==> config.mk <==
export PLATFORM = sky130hd
export DESIGN_NAME = keypad_entry_flat
export DESIGN_NICKNAME = d
export VERILOG_FILES = /design/src/rtl/keypad_pkg.sv /design/src/rtl/keypad_entry_if.sv /design/src/rtl/keypad_tick_gen.sv /design/src/rtl/keypad_entry.sv /design/src/flat_wrapper.sv
export SDC_FILE = /design/constraint.sdc
export NUM_CORES = 1
export LEC_CHECK = 0
export CAP_MARGIN = 20
export CORE_MARGIN = 2
export CORE_UTILIZATION = 35
export CTS_CLUSTER_DIAMETER = 150
export DETAILED_ROUTE_END_ITERATION = 8
export PLACE_DENSITY_LB_ADDON = 0.1
export SYNTH_ARGS = -nofsm -noshare
export SYNTH_HDL_FRONTEND = slang
export SYNTH_SLANG_ARGS = --single-unit
export TNS_END_PERCENT = 5
==> constraint.sdc <==
create_clock -name clk -period 2.9 [get_ports clk]
set_input_delay 0.58 -clock clk [delete_from_list [all_inputs] [get_ports clk]]
set_output_delay 0.58 -clock clk [all_outputs]
set_load 0.005 [all_outputs]
==> src/rtl/keypad_pkg.sv <==
// keypad_pkg: FSM state type, special key codes and the 4x4 matrix decode
// shared by the keypad front end.
package keypad_pkg;

    typedef enum logic [1:0] {
        SCAN     = 2'd0,
        DEBOUNCE = 2'd1,
        PRESSED  = 2'd2,
        RELEASE  = 2'd3
    } kp_state_t;

    localparam logic [3:0] KEY_STAR = 4'hE;
    localparam logic [3:0] KEY_HASH = 4'hF;
    localparam logic [3:0] COL_INIT = 4'b1110;

    // Layout: r0: 1 2 3 A | r1: 4 5 6 B | r2: 7 8 9 C | r3: * 0 # D
    function automatic logic [3:0] code_of(input logic [1:0] row_idx, input logic [1:0] col_idx);
        logic [3:0] code;
        code = 4'h0;
        case ({row_idx, col_idx})
            4'd0:  code = 4'h1;
            4'd1:  code = 4'h2;
            4'd2:  code = 4'h3;
            4'd3:  code = 4'hA;
            4'd4:  code = 4'h4;
            4'd5:  code = 4'h5;
            4'd6:  code = 4'h6;
            4'd7:  code = 4'hB;
            4'd8:  code = 4'h7;
            4'd9:  code = 4'h8;
            4'd10: code = 4'h9;
            4'd11: code = 4'hC;
            4'd12: code = KEY_STAR;
            4'd13: code = 4'h0;
            4'd14: code = KEY_HASH;
            4'd15: code = 4'hD;
        endcase
        return code;
    endfunction

endpackage

==> src/rtl/keypad_entry_if.sv <==
// keypad_entry_if: keypad matrix pins plus the decoded key/confirm outputs.
interface keypad_entry_if;
    logic [3:0] row;
    logic [3:0] col;
    logic [3:0] dout;
    logic       key_strobe;
    logic       confirm;

    modport master (output row, input col, dout, key_strobe, confirm);
    modport slave  (input row, output col, dout, key_strobe, confirm);
endinterface

==> src/rtl/keypad_tick_gen.sv <==
// keypad_tick_gen: free-running scan divider, one-cycle tick every SCAN_DIV clocks.
module keypad_tick_gen #(
    parameter int SCAN_DIV = 1000
) (
    input  logic clk,
    input  logic rst,
    output logic tick_o
);
    localparam int W = $clog2(SCAN_DIV);

    logic [W-1:0] cnt_q;

    assign tick_o = (cnt_q == '0);

    always_ff @(posedge clk or negedge rst) begin
        if (!rst)        cnt_q <= '0;
        else if (tick_o) cnt_q <= W'(SCAN_DIV - 1);
        else             cnt_q <= cnt_q - W'(1);
    end
endmodule

==> src/rtl/keypad_entry.sv <==
// keypad_entry: 4x4 keypad column scan, debounce and decode into a held code plus
// key_strobe / confirm pulses. Define KEYPAD_AUTOREPEAT_EN to re-emit held keys.
//
//  state    | meaning
//  ---------+-----------------------------------------------------------
//  SCAN     | rotate columns each tick until a row reads low
//  DEBOUNCE | column frozen, counting stable ticks of the latched row
//  PRESSED  | event emitted, waiting for all rows high
//  RELEASE  | counting stable released ticks before scanning again
module keypad_entry
    import keypad_pkg::*;
#(
    parameter int SCAN_DIV     = 1000,
    parameter int DEBOUNCE_CNT = 4,
    parameter int REPEAT_TICKS = 250
) (
    input  logic          clk,
    input  logic          rst,
    keypad_entry_if.slave kp
);
    localparam int              CW       = $clog2(DEBOUNCE_CNT + 1);
    localparam logic [CW-1:0]   CNT_ONE  = CW'(1);
    localparam logic [CW-1:0]   CNT_DONE = CW'(DEBOUNCE_CNT);

    if (SCAN_DIV < 2 || DEBOUNCE_CNT < 1 || REPEAT_TICKS < 1) begin : g_param_err
        $error("keypad_entry: illegal parameter value");
    end

    logic            tick;
    logic [3:0]      row_m_q, row_s_q;
    kp_state_t       state_q, state_d;
    logic [3:0]      col_q, col_d;
    logic [CW-1:0]   cnt_q, cnt_d, cnt_inc;
    logic [1:0]      row_idx_q, row_idx_d;
    logic [3:0]      dout_q, dout_d;
    logic            strobe_q, strobe_d;
    logic            confirm_q, confirm_d;
    logic            low_any, fire;
    logic [1:0]      low_idx, col_idx;
    logic [3:0]      ev_code;

`ifdef KEYPAD_AUTOREPEAT_EN
    localparam int            RW       = $clog2(REPEAT_TICKS + 1);
    localparam logic [RW-1:0] REP_DONE = RW'(REPEAT_TICKS);
    logic [RW-1:0]            rep_q, rep_d;
`endif

    keypad_tick_gen #(.SCAN_DIV(SCAN_DIV)) u_tick (
        .clk    (clk),
        .rst    (rst),
        .tick_o (tick)
    );

    assign low_any = (row_s_q != 4'hF);
    assign cnt_inc = cnt_q + CNT_ONE;

    always_comb begin
        low_idx = 2'd3;
        if (!row_s_q[2]) low_idx = 2'd2;
        if (!row_s_q[1]) low_idx = 2'd1;
        if (!row_s_q[0]) low_idx = 2'd0;
    end

    always_comb begin
        case (col_q)
            4'b1101: col_idx = 2'd1;
            4'b1011: col_idx = 2'd2;
            4'b0111: col_idx = 2'd3;
            default: col_idx = 2'd0;
        endcase
    end

    always_comb begin
        state_d   = state_q;
        col_d     = col_q;
        cnt_d     = cnt_q;
        row_idx_d = row_idx_q;
        dout_d    = dout_q;
        strobe_d  = 1'b0;
        confirm_d = 1'b0;
        fire      = 1'b0;
        ev_code   = 4'h0;
`ifdef KEYPAD_AUTOREPEAT_EN
        rep_d     = rep_q;
`endif
        if (tick) begin
            case (state_q)
                SCAN: begin
                    if (!low_any) begin
                        col_d = {col_q[2:0], col_q[3]};
                    end else begin
                        row_idx_d = low_idx;
                        cnt_d     = CNT_ONE;
                        if (CNT_ONE >= CNT_DONE) begin
                            state_d = PRESSED;
                            cnt_d   = '0;
                            fire    = 1'b1;
                        end else begin
                            state_d = DEBOUNCE;
                        end
                    end
                end
                DEBOUNCE: begin
                    if (low_any && low_idx == row_idx_q) begin
                        cnt_d = cnt_inc;
                        if (cnt_inc >= CNT_DONE) begin
                            state_d = PRESSED;
                            cnt_d   = '0;
                            fire    = 1'b1;
                        end
                    end else begin
                        state_d = SCAN;
                        cnt_d   = '0;
                    end
                end
                PRESSED: begin
                    if (!low_any) begin
                        cnt_d   = CNT_ONE;
                        state_d = RELEASE;
                        if (CNT_ONE >= CNT_DONE) begin
                            state_d = SCAN;
                            cnt_d   = '0;
                        end
                    end
`ifdef KEYPAD_AUTOREPEAT_EN
                    else begin
                        rep_d = rep_q + RW'(1);
                        if (rep_d == REP_DONE) begin
                            rep_d = '0;
                            fire  = (code_of(row_idx_q, col_idx) != KEY_HASH);
                        end
                    end
`endif
                end
                RELEASE: begin
                    if (!low_any) begin
                        cnt_d = cnt_inc;
                        if (cnt_inc >= CNT_DONE) begin
                            state_d = SCAN;
                            cnt_d   = '0;
                        end
                    end else begin
                        state_d = PRESSED;
                        cnt_d   = '0;
                    end
                end
            endcase
        end
`ifdef KEYPAD_AUTOREPEAT_EN
        if (state_d == PRESSED && state_q != PRESSED) rep_d = '0;
`endif
        // '#' only confirms; it never disturbs the held code
        if (fire) begin
            ev_code = code_of(row_idx_d, col_idx);
            if (ev_code == KEY_HASH) begin
                confirm_d = 1'b1;
            end else begin
                dout_d   = ev_code;
                strobe_d = 1'b1;
            end
        end
    end

    always_ff @(posedge clk or negedge rst) begin
        if (!rst) begin
            row_m_q   <= 4'hF;
            row_s_q   <= 4'hF;
            state_q   <= SCAN;
            col_q     <= COL_INIT;
            cnt_q     <= '0;
            row_idx_q <= 2'd0;
            dout_q    <= 4'h0;
            strobe_q  <= 1'b0;
            confirm_q <= 1'b0;
`ifdef KEYPAD_AUTOREPEAT_EN
            rep_q     <= '0;
`endif
        end else begin
            row_m_q   <= kp.row;
            row_s_q   <= row_m_q;
            state_q   <= state_d;
            col_q     <= col_d;
            cnt_q     <= cnt_d;
            row_idx_q <= row_idx_d;
            dout_q    <= dout_d;
            strobe_q  <= strobe_d;
            confirm_q <= confirm_d;
`ifdef KEYPAD_AUTOREPEAT_EN
            rep_q     <= rep_d;
`endif
        end
    end

    assign kp.col        = col_q;
    assign kp.dout       = dout_q;
    assign kp.key_strobe = strobe_q;
    assign kp.confirm    = confirm_q;
endmodule

==> src/flat_wrapper.sv <==
// flat-port wrapper written by rule: the top's interface ports become plain ports
module keypad_entry_flat import keypad_pkg::*;
#(
    parameter int SCAN_DIV     = 1000,
    parameter int DEBOUNCE_CNT = 4,
    parameter int REPEAT_TICKS = 250
)
  (clk, rst, kp_row, kp_col, kp_dout, kp_key_strobe, kp_confirm);
  keypad_entry_if kp_i ();
  input  logic clk;
  input  logic rst;
  input wire logic [$bits(kp_i.row)-1:0] kp_row;
  output wire logic [$bits(kp_i.col)-1:0] kp_col;
  output wire logic [$bits(kp_i.dout)-1:0] kp_dout;
  output wire logic [$bits(kp_i.key_strobe)-1:0] kp_key_strobe;
  output wire logic [$bits(kp_i.confirm)-1:0] kp_confirm;
  assign kp_i.row = kp_row;
  assign kp_col = kp_i.col;
  assign kp_dout = kp_i.dout;
  assign kp_key_strobe = kp_i.key_strobe;
  assign kp_confirm = kp_i.confirm;
  keypad_entry #(.SCAN_DIV(SCAN_DIV), .DEBOUNCE_CNT(DEBOUNCE_CNT), .REPEAT_TICKS(REPEAT_TICKS)) u_core (.clk(clk), .rst(rst), .kp(kp_i));
endmodule
==> impl_metrics.json <==
{
  "rows": 26,
  "ys_seq_frac": 0.477,
  "buffers_excl_clock": 20,
  "grt_overflow": 0,
  "finalWorstSetupSlack_ps": 292,
  "critPathLaunch": "u_core.state_q[0]$_DFFE_PN0P_",
  "tightest_slew_ps": 657,
  "htreeDepth": 2,
  "vias_per_cell": 5.17,
  "setup_viol": 0,
  "gp_congestion": 0.899,
  "drt_iter0_drc": 95,
  "die_h_um": 77.0,
  "drive_above_1_share": 0.198,
  "comb.multi_input.count": 131,
  "ant_nets": 0,
  "slew_headroom": 0.558,
  "hold_path_class": "flip-flop to flip-flop",
  "drv_slew": 0,
  "arrival_ps": 2780,
  "warning_count": 28,
  "seq_area_frac": 0.401,
  "hp-start": "u_core.row_m_q[2]$_DFF_PN1_",
  "io_buffer_count": 15,
  "drt_wl_total_mm": 3.81,
  "logic_area_um2": 911,
  "finalCriticalPeriod_ps": 2610,
  "clk_latency_ps": 290,
  "nNetsFinal": 212,
  "worstReg2RegEnd": "u_core.kp.dout[3]$_DFFE_PN0P_",
  "status": "completed",
  "syn_inst": 178,
  "cts_tree": "done",
  "place_area_um2": 2120,
  "utilization": 0.432,
  "grt_pass1_wl_mm": 6.73,
  "final_layout_top_logic_cells": "dfrtp_1, nand2_1, clkdlybuf4s50_1",
  "syn_nets": 189,
  "critPathMaxFanout": 11,
  "seq_area_um2": 890,
  "rsz0062_at_grt": "no",
  "drc_errors": 0,
  "comb-cell-share": 0.410,
  "edf_count": 0,
  "ctsHoldBuffers": 0,
  "clkSinkCount": 35,
  "routed-wl-met3_um": 184,
  "diodes": 0,
  "grt_max_degree": 23,
  "die_w_um": 77.0,
  "dp_cells": 264,
  "p_per_area_nw_per_um2": 414,
  "top_layer": "met4",
  "grt_pass1_vias": 1365,
  "post-route-period-util": 0.899,
  "grtUsageTotal": 0.144,
  "ys_warn_count": 0,
  "yosys_area_um2": 1860,
  "r2r-start": "u_core.state_q[0]$_DFFE_PN0P_",
  "min_path_cells": 0,
  "cts_root_buf": "clkbuf_8",
  "drv_cap": 0,
  "nNonClkInverters": 8,
  "route.met2.wl_mm": 1.62,
  "ys.flops": 35,
  "cts_resized": 0,
  "synthArstFlopShare": 1.00,
  "finalInstanceArea_um2": 2220,
  "path_clk_slew_ps": 70,
  "cts_buffers": 5,
  "power_uw": 918,
  "critPathKind": "flip-flop to flip-flop",
  "holdPathEnd": "u_core.row_s_q[2]$_DFF_PN1_",
  "yosys_cells": 178,
  "nonClkBufAreaFrac": 0.0846,
  "clockBufferDepth": 2,
  "dp_hpwl_mm": 2.82,
  "dominant_cells": "combinational gates",
  "netlist_area_um2": 1860,
  "lay_top_count": "dfrtp_1",
  "hold_ws_ps": 357,
  "dr.pass1.iters": 4,
  "rr_worst_depth": 6,
  "endpoint_kind": "flip-flop",
  "stdcell_count": 272,
  "antenna_found_initial": 0,
  "synthFlopType": "dfrtp_1",
  "top_level_ports": 16,
  "p_leak_uw": 0.000859,
  "crit_end": "u_core.kp.dout[3]$_DFFE_PN0P_"
}
power by group:
group	internal (µW)	total, µW	leakage, µW	switching, µW
Sequential	499	502	0.000399	3.55
Clock	217	390	0.0000515	173
Combinational	11.3	26.3	0.000409	15.0
cells by family after synthesis:
logic type / after synthesis / share of synthesized area
AOI/OAI and AO/OA: 40 / 0.156
xor gates and xnor gates: 7 / 0.0329
adders and majority gates: 5 / 0.0336
buffers and inverters: 12 / 0.0342
DFF: 35 / 0.477
muxes: 9 / 0.0517
and+or+nand+nor: 70 / 0.214
critical path: stages, from the launching register on:
cell and delay, ps:
dfrtp_1 480, or4_4 590, o41a_4 540, nor2_8 210, mux2i_1 270, a2bb2oi_1 100
o311a_1 300
cells in the mapped netlist, types with 2 or more instances:
cell type | count | share of area
dfrtp_1 | 24 | 0.32
nand2_1 | 18 | 0.036
dfstp_2 | 11 | 0.16
nor2_1 | 11 | 0.022
a21oi_1 | 10 | 0.027
nor3_1 | 9 | 0.024
o21ai_0 | 9 | 0.024
inv_1 | 7 | 0.014
ha_1 | 5 | 0.034
mux2_2 | 5 | 0.030
nand2b_1 | 5 | 0.017
xnor2_1 | 5 | 0.023
mux2i_1 | 4 | 0.021
or3_1 | 4 | 0.013
and3_1 | 3 | 0.010
a2bb2oi_1 | 2 | 0.0094
and4_1 | 2 | 0.0094
clkbuf_1 | 2 | 0.0040
nand3_1 | 2 | 0.0054
nor2b_1 | 2 | 0.0067
nor4_1 | 2 | 0.0067
o31a_1 | 2 | 0.0094
o31ai_1 | 2 | 0.0081
or2_2 | 2 | 0.0067
or4_4 | 2 | 0.012
xor2_1 | 2 | 0.0094
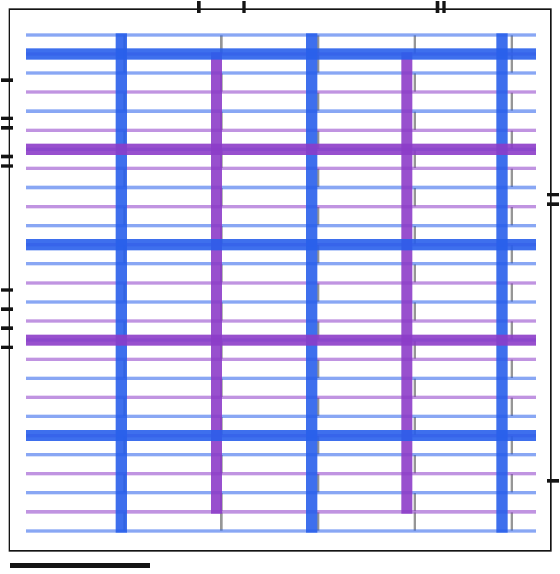
(images/pdn.png)
Bar = 20 µm. Pins as bars on the die edge. Tap cells in gray.
Key: VDD = purple; VSS = blue
5 straps on met4. 70 tap cells. The core has 26 rows.

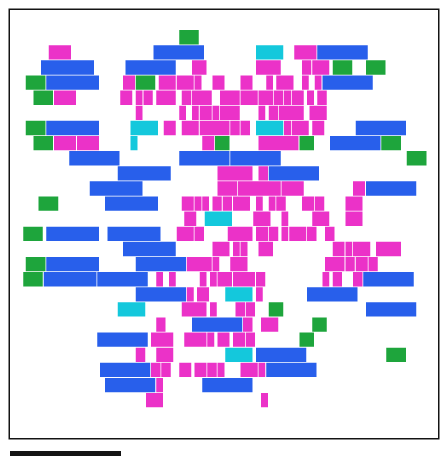
(images/cell_classes.png)
Bar = 20 µm.
Key: clock drivers and dummy loads = cyan [cells 8]; other buffers and delay cells = green [cells 20]; flip-flops = blue [cells 35]; all other logic = magenta [cells 139]

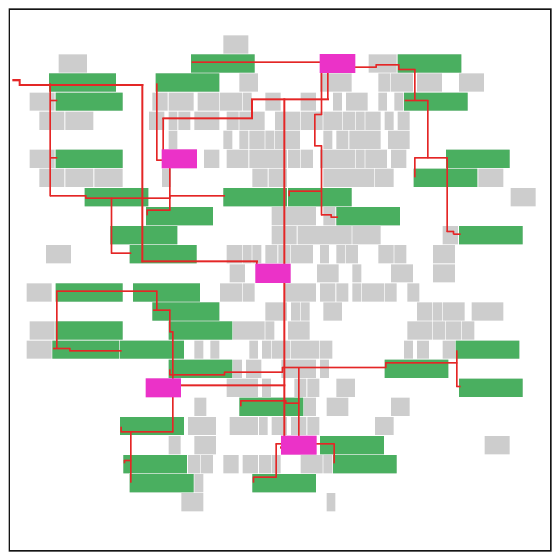
(images/clock_map.png)
Key: cells driving clock nets = magenta [count 5]; flip-flops = green [count 35]; clock wires = red [length 509 µm]
There are 6 routed clock nets. Position of the flops: widely spread.

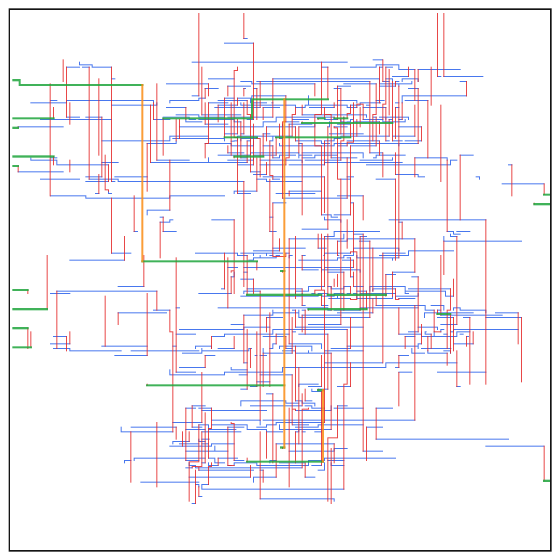
(images/metal_stack.png)
Key: met2 = red [wire length 1,620 µm]; met4 = orange [wire length 85.0 µm]; met1 = blue [wire length 1,920 µm]; met3 = green [wire length 185 µm]

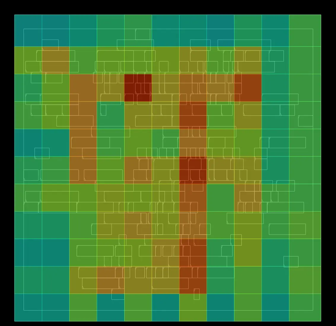
(images/final_congestion.png)
wire per inst: 14.0 µm
met3 Use GR: 0.0412
met1 usage: 0.208
global route hottest layer: met1
GR Util met2: 0.196

Power is estimated from default activity; no workload was simulated.
